Figure 1. Wiring by layer (run 1).
Only two layers are drawn.
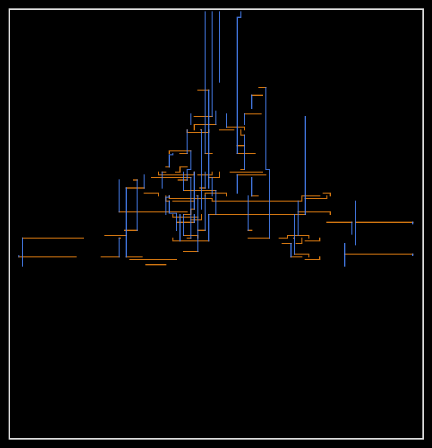
Figure 2. Placement density heat map (run 1).
Bar = 20 um. 11 x 11 tiles, from dark purple (low) to yellow (high), 0 to 100% covered.
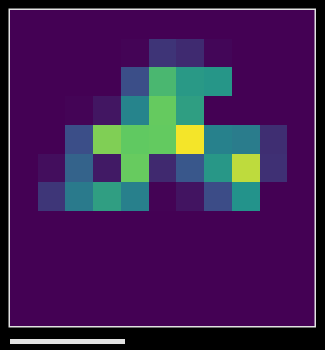
Figure 3. Wiring heat map (run 1).
11 x 11 tiles, from dark purple (low) to yellow (high), scaled to the fullest tile. Values are wire area over tile area, all layers added.
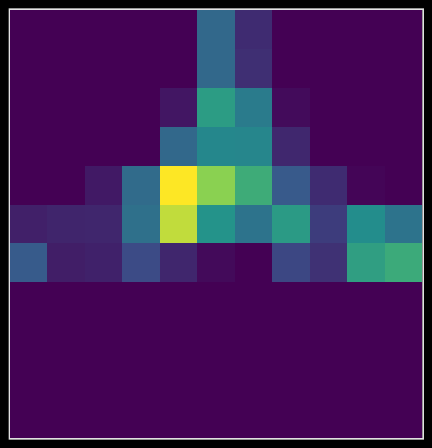
Figure 4. Cell classes on the final placement (run 1).
Bar = 20 um.
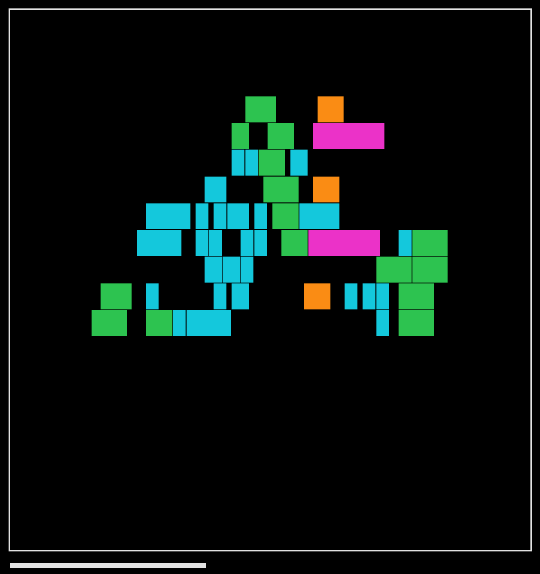
### config.mk
export PLATFORM = sky130hd
export DESIGN_NAME = fsm_nave_1
export DESIGN_NICKNAME = d
export VERILOG_FILES = /design/src/rtl/nave_pkg.sv /design/src/rtl/nave_lane_decoder.sv /design/src/rtl/fsm_nave_1.sv
export SDC_FILE = /design/constraint.sdc
export NUM_CORES = 1
export LEC_CHECK = 0
export ABC_AREA = 1
export CAP_MARGIN = 0
export CORE_AREA = 8 8 45 47
export DETAILED_ROUTE_END_ITERATION = 8
export DIE_AREA = 0 0 53 55
export SYNTH_ARGS = -nofsm -noshare
export SYNTH_HDL_FRONTEND = slang
export SYNTH_HIERARCHICAL = 1
export SYNTH_SLANG_ARGS = --single-unit
export TNS_END_PERCENT = 50
### constraint.sdc
create_clock -name i_clk -period 1.7 [get_ports i_clk]
set_clock_uncertainty 0.1 [all_clocks]
set_input_delay 0.17 -clock i_clk [delete_from_list [all_inputs] [get_ports i_clk]]
set_output_delay 0.17 -clock i_clk [all_outputs]
set_load 0.005 [all_outputs]
### src/rtl/nave_pkg.sv
// Shared lane encoding for the player-ship position FSMs.
package nave_pkg;

    typedef enum logic [1:0] {
        LANE_L = 2'b00,
        LANE_C = 2'b01,
        LANE_R = 2'b10,
        LANE_X = 2'b11  // never reached by legal moves; decodes to no lane
    } lane_t;

endpackage

### src/rtl/nave_lane_decoder.sv
// One-hot lane decode of the ship position, shared with the renderer.
module nave_lane_decoder
    import nave_pkg::*;
(
    input  lane_t i_sp,
    output logic  o_l,
    output logic  o_c,
    output logic  o_r
);

    always_comb begin
        o_l = (i_sp == LANE_L);
        o_c = (i_sp == LANE_C);
        o_r = (i_sp == LANE_R);
    end

endmodule

### src/rtl/fsm_nave_1.sv
// Lane position FSM for player ship 1: saturating left/right steps, one per clock.
module fsm_nave_1
    import nave_pkg::*;
#(
    parameter lane_t RESET_POS = LANE_C
) (
    input  logic       i_clk,
    input  logic       i_rst_n,
    input  logic       i_left,
    input  logic       i_right,
    output logic       o_l,
    output logic       o_c,
    output logic       o_r,
    output logic [1:0] o_sp,
    output logic [1:0] o_sfp
);

    lane_t r_sp;
    lane_t w_sfp;
    logic  w_go_left;
    logic  w_go_right;

    // Both buttons pressed cancel out and hold the lane.
    assign w_go_left  = i_left & ~i_right;
    assign w_go_right = i_right & ~i_left;

    always_comb begin
        w_sfp = LANE_C;
        case (r_sp)
            LANE_L:  w_sfp = w_go_right ? LANE_C : LANE_L;
            LANE_C: begin
                if (w_go_left) begin
                    w_sfp = LANE_L;
                end else if (w_go_right) begin
                    w_sfp = LANE_R;
                end else begin
                    w_sfp = LANE_C;
                end
            end
            LANE_R:  w_sfp = w_go_left ? LANE_C : LANE_R;
            default: w_sfp = LANE_C;
        endcase
    end

    always_ff @(posedge i_clk) begin
        if (!i_rst_n) begin
            r_sp <= RESET_POS;
        end else begin
            r_sp <= w_sfp;
        end
    end

    assign o_sp  = r_sp;
    assign o_sfp = w_sfp;

    nave_lane_decoder u_decoder (
        .i_sp (r_sp),
        .o_l  (o_l),
        .o_c  (o_c),
        .o_r  (o_r)
    );

endmodule

==> summary.txt <==
yosys + openroad results -> clk root buf clkbuf_4, number of synthesis warnings 6, Synth Cell Area 189 sq um, Plain + repair buffers 15, gr busiest metal met2, VDD IR max 122 uV, Layout clock buffers 3, Routed WL 493 um, r2r startpoint o_sp[1]$_SDFF_PN0_, RSZ-0062 raised after global routing no, antenna violations before repair 0, wire length on met1 215 um, Max clock buf depth 2, critical path fanouts, max 8, logic area 115 sq um, synthesis area per yosys 189 sq um, nets@finish 57, first-pass GRT wire length 710 um, mi-comb count 19, Rel. slew slack 0.801, placed inst area 347 sq um, Comb. pwr 82.1 uW, logic share of the area 0.318, Top Family by Delay on Critical Path buffers and inverters, max cap viols 0, Hold Crit Class in2reg, sequential cell power 60.9 uW, drt via density 3.59, Async S/R FF share, synth 0, DP Worst Slack -292 ps, Slowest-stage cell, CP clkdlybuf4s50_1, critical path capture point type output pin, Yosys top cell area share 0.212, largest net degree at the start of global routing 9, hold path cells 2, top sig layer met3, DR vias 230, GRT overflow 0, outcome finished clean, reg2reg end o_sp[0]$_SDFF_PN1_, non-filler cells, final 64, cells in synth_stat.txt 30, Placed Cells 61, non-clk buf share 0.360, Flops 2, FP Util 0.137
-- Figure 1 (at the start) --
metal 1: shown in orange, wire length 215 um. metal 2: shown in blue, wire length 248 um.

-- Figure 2 (at the start) --
5.8% of the tiles are over 75% full. The mean over all tiles is 12%. 72% of the tiles are nearly empty. The densest ninth of the die: middle. The fullest tile reaches 99%.

-- Figure 3 (at the start) --
67% of the tiles are nearly empty. The densest ninth of the die: middle. The fullest tile reaches 0.25. The mean over all tiles is 0.027.

-- Figure 4 (at the start) --
clock drivers: shown in orange, cells 3, share of their area 6.6%. other buffers and delay cells: shown in green, cells 15, share of their area 38%. flops: shown in magenta, cells 2, share of their area 12%. combinational and other logic: shown in cyan, cells 28, share of their area 44%.

run 1: worst max path at each step:
| stage | endpoint | slack [ps] | from |
|---|---|---|---|
| after floorplan | o_sfp[0] | 710 | o_sp[1]$_SDFF_PN0_ |
| after global placement | o_sfp[0] | -280 | i_left |
| after detailed placement | o_sfp[0] | -290 | i_left |
| after CTS | o_sfp[0] | -3 | i_left |
| after global routing | o_c | 20 | o_sp[0]$_SDFF_PN1_ |
| final | o_c | 80 | o_sp[0]$_SDFF_PN1_ |
run 1: kinds of logic after synthesis:
logic type	share of synthesized area
simple gates	0.351
buf+inv	0.179
fa+ha+maj	0.199
flops	0.212
compound gates	0.0596
run 1: timing repair:
action | CTS | global route
gates resized | 4 | 1
endpoints found under the setup margin | 2 | 1
gates cloned | 0 | 0
pin swaps | 1 | 0
No activity file was given, so power comes from the tool's default toggle rates.
